**src/rtl/cla_serial_adder_ctrl_pkg.sv**
```systemverilog
// Shared definitions for the nibble-serial CLA add/subtract controller.
package cla_serial_adder_ctrl_pkg;

  // Width of one CLA pass.
  localparam int unsigned NibW = 4;

  typedef enum logic [1:0] {
    StIdle = 2'd0,
    StRun  = 2'd1,
    StDone = 2'd2
  } state_e;

endpackage

```
**src/rtl/carry_lookahead_4bit.sv**
```systemverilog
// 4-bit carry-lookahead adder slice: S = X + Y + Cin, Cout = carry out of bit 3.
module carry_lookahead_4bit (
  output logic       Cout,
  output logic [3:0] S,
  input  logic [3:0] X,
  input  logic [3:0] Y,
  input  logic       Cin
);

  logic [3:0] g;
  logic [3:0] p;
  logic [4:0] c;

  // Generate/propagate terms and flattened lookahead carries.
  always_comb begin
    g    = X & Y;
    p    = X ^ Y;
    c[0] = Cin;
    c[1] = g[0] | (p[0] & Cin);
    c[2] = g[1] | (p[1] & g[0]) | (p[1] & p[0] & Cin);
    c[3] = g[2] | (p[2] & g[1]) | (p[2] & p[1] & g[0]) | (p[2] & p[1] & p[0] & Cin);
    c[4] = g[3] | (p[3] & g[2]) | (p[3] & p[2] & g[1]) | (p[3] & p[2] & p[1] & g[0]) |
           (p[3] & p[2] & p[1] & p[0] & Cin);
    S    = p ^ c[3:0];
    Cout = c[4];
  end

endmodule

```
**src/rtl/cla_serial_adder_ctrl.sv**
```systemverilog
// Nibble-serial WIDTH-bit add/subtract around one 4-bit CLA, LSB nibble first,
// with valid/ready handshakes on operand and result sides.
module cla_serial_adder_ctrl
  import cla_serial_adder_ctrl_pkg::*;
#(
  parameter int unsigned WIDTH = 16
) (
  input  logic             clk,
  input  logic             rst,
  input  logic             in_valid,
  output logic             in_ready,
  input  logic [WIDTH-1:0] a,
  input  logic [WIDTH-1:0] b,
  input  logic             cin,
  input  logic             sub,
  output logic             out_valid,
  input  logic             out_ready,
  output logic [WIDTH-1:0] sum,
  output logic             cout,
  output logic             ovf,
  output logic             busy
);

  localparam int unsigned NIBBLES = WIDTH / NibW;
  localparam int unsigned CntW    = (NIBBLES > 1) ? $clog2(NIBBLES) : 1;

  if ((WIDTH % NibW) != 0 || WIDTH < NibW) begin : g_width_check
    $error("WIDTH must be a positive multiple of 4");
  end

  state_e            state_q, state_d;
  logic [WIDTH-1:0]  a_sh_q, b_sh_q, sum_sh_q, sum_next;
  logic [CntW-1:0]   cnt_q;
  logic              carry_q, a_msb_q, b_msb_q;
  logic [WIDTH-1:0]  sum_q;
  logic              cout_q, ovf_q;
  logic [NibW-1:0]   cla_s;
  logic              cla_cout;
  logic              accept, last;

  carry_lookahead_4bit u_cla (
    .Cout (cla_cout),
    .S    (cla_s),
    .X    (a_sh_q[NibW-1:0]),
    .Y    (b_sh_q[NibW-1:0]),
    .Cin  (carry_q)
  );

  assign in_ready  = (state_q == StIdle);
  assign out_valid = (state_q == StDone);
  assign busy      = (state_q != StIdle);
  assign sum       = sum_q;
  assign cout      = cout_q;
  assign ovf       = ovf_q;
  assign accept    = in_valid && in_ready;
  assign last      = (state_q == StRun) && (cnt_q == CntW'(NIBBLES - 1));

  // Partial result shifted right one nibble with the new CLA nibble on top.
  always_comb begin
    sum_next                   = sum_sh_q >> NibW;
    sum_next[WIDTH-1 -: NibW]  = cla_s;
  end

  // Next-state logic.
  always_comb begin
    state_d = state_q;
    unique case (state_q)
      StIdle:  if (accept) state_d = StRun;
      StRun:   if (last) state_d = StDone;
      StDone:  if (out_ready) state_d = StIdle;
      default: state_d = StIdle;
    endcase
  end

  // State register.
  always_ff @(posedge clk or posedge rst) begin
    if (rst) state_q <= StIdle;
    else     state_q <= state_d;
  end

  // Operand/result shifters, carry register and held outputs.
  always_ff @(posedge clk or posedge rst) begin
    if (rst) begin
      a_sh_q   <= '0;
      b_sh_q   <= '0;
      sum_sh_q <= '0;
      cnt_q    <= '0;
      carry_q  <= 1'b0;
      a_msb_q  <= 1'b0;
      b_msb_q  <= 1'b0;
      sum_q    <= '0;
      cout_q   <= 1'b0;
      ovf_q    <= 1'b0;
    end else if (accept) begin
      // Subtraction is A + ~B + 1.
      a_sh_q  <= a;
      b_sh_q  <= sub ? ~b : b;
      carry_q <= sub ? 1'b1 : cin;
      cnt_q   <= '0;
      a_msb_q <= a[WIDTH-1];
      b_msb_q <= sub ? ~b[WIDTH-1] : b[WIDTH-1];
    end else if (state_q == StRun) begin
      a_sh_q   <= a_sh_q >> NibW;
      b_sh_q   <= b_sh_q >> NibW;
      sum_sh_q <= sum_next;
      carry_q  <= cla_cout;
      cnt_q    <= cnt_q + CntW'(1);
      if (last) begin
        sum_q  <= sum_next;
        cout_q <= cla_cout;
        ovf_q  <= (a_msb_q == b_msb_q) && (sum_next[WIDTH-1] != a_msb_q);
      end
    end
  end

endmodule
```
**config.mk**
```make
export PLATFORM = sky130hd
export DESIGN_NAME = cla_serial_adder_ctrl
export DESIGN_NICKNAME = d
export VERILOG_FILES = /design/src/rtl/cla_serial_adder_ctrl_pkg.sv /design/src/rtl/carry_lookahead_4bit.sv /design/src/rtl/cla_serial_adder_ctrl.sv
export SDC_FILE = /design/constraint.sdc
export NUM_CORES = 1
export LEC_CHECK = 0
export ABC_CLOCK_PERIOD_IN_PS = 2800
export CELL_PAD_IN_SITES_DETAIL_PLACEMENT = 1
export CELL_PAD_IN_SITES_GLOBAL_PLACEMENT = 2
export CORE_MARGIN = 1.5
export CORE_UTILIZATION = 33
export CTS_CLUSTER_SIZE = 25
export DETAILED_ROUTE_END_ITERATION = 10
export PLACE_DENSITY_LB_ADDON = 0.1
export SYNTH_ARGS = -nofsm -noshare
export SYNTH_HDL_FRONTEND = slang
export SYNTH_SLANG_ARGS = --single-unit
```
**constraint.sdc**
```tcl
create_clock -name clk -period 2.8 [get_ports clk]
set_input_delay 0.56 -clock clk [delete_from_list [all_inputs] [get_ports clk]]
set_output_delay 0.56 -clock clk [all_outputs]
set_load 0.1 [all_outputs]
```
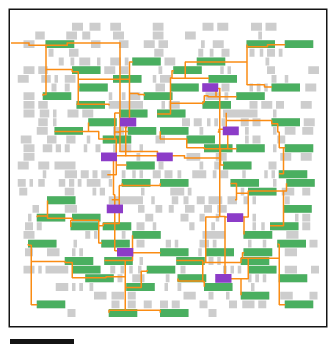
clock_wires.png
Scale bar: 20 um.
legend:
  green:
    item: flip-flops
    count: 69
  orange:
    item: clock wires
    length: 954 um
  purple:
    item: clock-net drivers
    count: 9
flops lie: widely spread
routed clock nets: 10

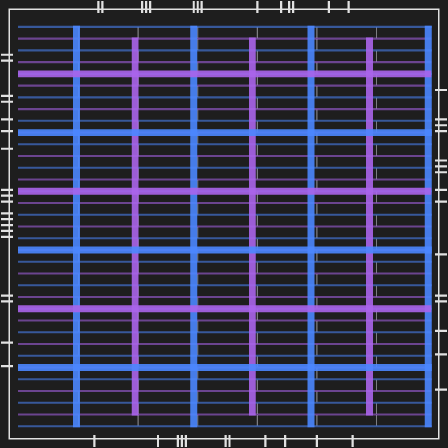
floorplan.png
Pins as bars on the die edge. Tap cells in gray.
legend:
  purple:
    net: VDD
  blue:
    net: VSS
met4 straps: 7
tap cells: 108
signal pins: 59
met1 rails: 35
rows: 34

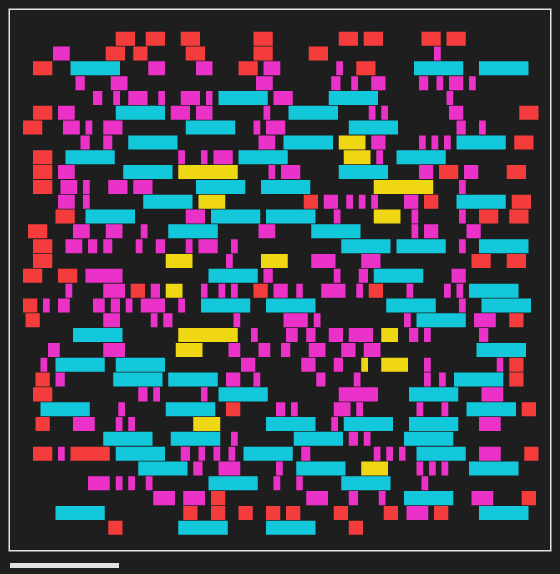
class_map.png
Scale bar: 20 um.
legend:
  yellow:
    class: clock drivers and dummy loads
    cells: 16
  cyan:
    class: sequential cells
    cells: 69
  red:
    class: remaining buffers and delay cells
    cells: 66
  magenta:
    class: remaining logic cells
    cells: 202

==> impl_metrics.xml <==
<?xml version="1.0" encoding="UTF-8"?>
<metrics>
  <group name="run_status">
    <metric name="status" unit="">finished clean</metric>
  </group>
  <group name="finish">
    <metric name="final_layout_top_logic_cells" unit="">75 x nand2_1, 69 x dfrtp_1, 37 x clkdlybuf4s50_1</metric>
    <metric name="drive_gt1_share" unit="%">17.6</metric>
    <metric name="antenna_cells_inserted" unit="">0</metric>
    <metric name="stdcell_area" unit="um^2">3950</metric>
    <metric name="most_frequent_logic_cell_in_the_layout" unit="">nand2_1</metric>
    <metric name="finish.cell_count_without_fillers" unit="">461</metric>
    <metric name="area_growth_syn_to_layout" unit="%">29.6</metric>
    <metric name="final_util" unit="%">44.7</metric>
    <metric name="nets" unit="">392</metric>
  </group>
  <group name="clocking">
    <metric name="cts.path.max_buffers" unit="">2</metric>
    <metric name="tritoncts" unit="">yes</metric>
    <metric name="ctsHoldBuffers" unit="">0</metric>
    <metric name="clk_root_buffer_cell" unit="">clkbuf_8</metric>
    <metric name="cts_max_level" unit="">3</metric>
    <metric name="buffer_count_from_post_cts_setup_fixing" unit="">0</metric>
    <metric name="worst_setup_hold_path_clk_slew" unit="ns">0.08</metric>
    <metric name="cts_made_buffers" unit="">9</metric>
    <metric name="cts.sinks" unit="">69</metric>
    <metric name="cts-resized-gates" unit="">0</metric>
    <metric name="worstSkewPairLatency" unit="ns">0.34</metric>
  </group>
  <group name="worst_setup_path">
    <metric name="reg2reg_slack" unit="ns">0.91</metric>
    <metric name="regToRegStartpoint" unit="">state_q[0]</metric>
    <metric name="type_of_element_capturing_the_critical_path" unit="">output pin</metric>
    <metric name="cell_by_cell_listing_of_the_critical_path" unit="">nand2b_1 &gt; inv_1 &gt; buf_4</metric>
    <metric name="timing.critical_path.depth" unit="">3</metric>
    <metric name="worst_setup_path_endpoint" unit="">out_valid</metric>
    <metric name="worst-path-max-fanout" unit="">6</metric>
    <metric name="critical-path-top-delay-family" unit="">flip-flops</metric>
    <metric name="timing.critical_path.slowest_cell_delay" unit="ns">0.47</metric>
    <metric name="regToRegEndpoint" unit="">b_sh_q[11]</metric>
    <metric name="cp_data_required_time" unit="ns">2.24</metric>
    <metric name="rr_worst_depth" unit="">3</metric>
    <metric name="critPathArrivalTime" unit="ns">1.34</metric>
    <metric name="crit_path_top_delay_cell" unit="">dfrtp_1</metric>
    <metric name="critical_path.n_buffers_inverters" unit="">2</metric>
    <metric name="worstSetupPathType" unit="">flop to output pin</metric>
    <metric name="setup.worst_path.start_class" unit="">flop</metric>
    <metric name="setup.worst_path.start" unit="">state_q[0]</metric>
  </group>
  <group name="run">
    <metric name="cap_violations" unit="">0</metric>
    <metric name="openroad.warnings" unit="">26</metric>
  </group>
  <group name="place">
    <metric name="place_congestion" unit="">0.708</metric>
    <metric name="buffer_ports.inserted" unit="">58</metric>
    <metric name="placed_area" unit="um^2">3700</metric>
    <metric name="dp_slack" unit="ns">0.731</metric>
    <metric name="dp_cells" unit="">445</metric>
    <metric name="hpwlAfterDp" unit="um">4580</metric>
  </group>
  <group name="yosys">
    <metric name="number_of_enable_type_register_cells_in_the_synthesized_netlist" unit="">0</metric>
    <metric name="synth_net_count" unit="">332</metric>
    <metric name="compound_cell_area_share_of_the_yosys_netlist" unit="%">12.7</metric>
    <metric name="synthCells" unit="">288</metric>
    <metric name="ys_cells" unit="">288</metric>
    <metric name="netlist_logic_family_top" unit="">simple AND/OR/NAND/NOR gates</metric>
    <metric name="synth_warnings" unit="">0</metric>
    <metric name="mux_area_share" unit="%">4.43</metric>
    <metric name="syn-cell-area" unit="um^2">3050</metric>
    <metric name="yosys.stat.seqShare" unit="%">56.7</metric>
    <metric name="ys_sh_xor" unit="%">5.17</metric>
    <metric name="synth_flop_count" unit="">69</metric>
    <metric name="synthArstFlopShare" unit="%">100</metric>
    <metric name="synthDistinctLibCells" unit="">32</metric>
    <metric name="simple_gate_share" unit="%">14.8</metric>
    <metric name="per_instance_average_area_after_synthesis" unit="um^2">10.6</metric>
    <metric name="synthAdderAreaFrac" unit="%">2.71</metric>
    <metric name="dominantRegCellSynth" unit="">dfrtp_1</metric>
    <metric name="yosys_reported_design_area_after_synthesis" unit="um^2">3050</metric>
  </group>
  <group name="worst_hold_path">
    <metric name="min_delay_path_depth" unit="">2</metric>
    <metric name="timing.hold.worst.start" unit="">sum_sh_q[6]</metric>
    <metric name="holdPathEnd" unit="">sum_sh_q[6]</metric>
    <metric name="hp-class" unit="">flop to flop</metric>
  </group>
  <group name="route">
    <metric name="post_drt_antenna_nets" unit="">0</metric>
    <metric name="wl_met2" unit="um">3180</metric>
    <metric name="vias_per_cell" unit="">4.91</metric>
    <metric name="drt-met1-wl" unit="um">3490</metric>
    <metric name="drc_errors" unit="">0</metric>
    <metric name="finalWirelength" unit="um">6980</metric>
    <metric name="drt_iter0_markers" unit="">58</metric>
    <metric name="topRoutingLayerUsed" unit="">met4</metric>
    <metric name="wire_per_inst" unit="um">15.1</metric>
    <metric name="vias" unit="">2264</metric>
    <metric name="drt-pass1-iter-count" unit="">4</metric>
    <metric name="routed-wl-met3" unit="um">221</metric>
  </group>
  <group name="global_routing">
    <metric name="first_global_vias" unit="">2273</metric>
    <metric name="grt_util_overall" unit="%">15.2</metric>
    <metric name="pin_count_of_the_biggest_net_entering_global_routing" unit="">70</metric>
    <metric name="grt_busiest_layer" unit="">met2</metric>
    <metric name="met3_demand_to_capacity_share_in_global_routing" unit="%">2.67</metric>
    <metric name="grt_remaining_overflow" unit="">0</metric>
    <metric name="grt_util_met2" unit="%">22.5</metric>
    <metric name="number_of_antenna_violations_at_the_first_check_in_global_routing" unit="">0</metric>
    <metric name="global_route.usage.met1" unit="%">22.0</metric>
    <metric name="grt_first_pass_wirelength" unit="um">11600</metric>
  </group>
  <group name="floorplanning">
    <metric name="die_area" unit="um^2">9820</metric>
    <metric name="fp_util" unit="%">34.4</metric>
    <metric name="die-width" unit="um">99.1</metric>
    <metric name="core_area" unit="um^2">8850</metric>
    <metric name="die_h" unit="um">99.1</metric>
    <metric name="ioPinCount" unit="">59</metric>
    <metric name="row_count" unit="">34</metric>
  </group>
  <group name="sta">
    <metric name="hold-worst-slack" unit="ns">0.478</metric>
    <metric name="fin_tns_setup" unit="ns">0</metric>
    <metric name="worst-slew-pin-transition" unit="ns">0.670</metric>
    <metric name="postLayoutSetupSlackWorst" unit="ns">0.903</metric>
    <metric name="final-hold-violation-count" unit="">0</metric>
    <metric name="final_min_period_over_clock_period" unit="%">67.8</metric>
    <metric name="pins_over_their_slew_limit" unit="">0</metric>
    <metric name="setup_viol" unit="">0</metric>
    <metric name="grt_setup_unrepaired" unit="">false</metric>
    <metric name="finalClockSkew" unit="ns">0.0131</metric>
    <metric name="fmax" unit="MHz">527</metric>
    <metric name="final.min_clock_period" unit="ns">1.90</metric>
    <metric name="worst_slew_margin_relative_to_its_limit" unit="%">55.2</metric>
  </group>
</metrics>
==> Yosys cell counts, types with 2 or more instances <==
master	instances	area, um^2
nand2_1	75	282
dfrtp_1	69	1730
o21ai_0	22	110
nor2_1	15	56.3
xnor2_1	15	131
a221o_1	13	130
mux2_2	12	135
a22oi_1	11	82.6
buf_2	9	45.0
clkbuf_1	6	22.5
inv_1	6	22.5
ha_1	5	62.6
nand3_1	3	15.0
xor2_1	3	26.3
a21oi_1	2	10.0
nand2b_1	2	12.5
nor2b_1	2	12.5
nor3_1	2	10.0
o211ai_1	2	15.0
or3_1	2	12.5
==> layout make-up <==
cell class	count	area [um^2]
multi-input combinational	196	1220
sequential	69	1730
clock inverter	5	108
inverter	6	22.5
tap	108	135
clock buffer	11	141
fill	1014	4900
timing repair buffer	66	601
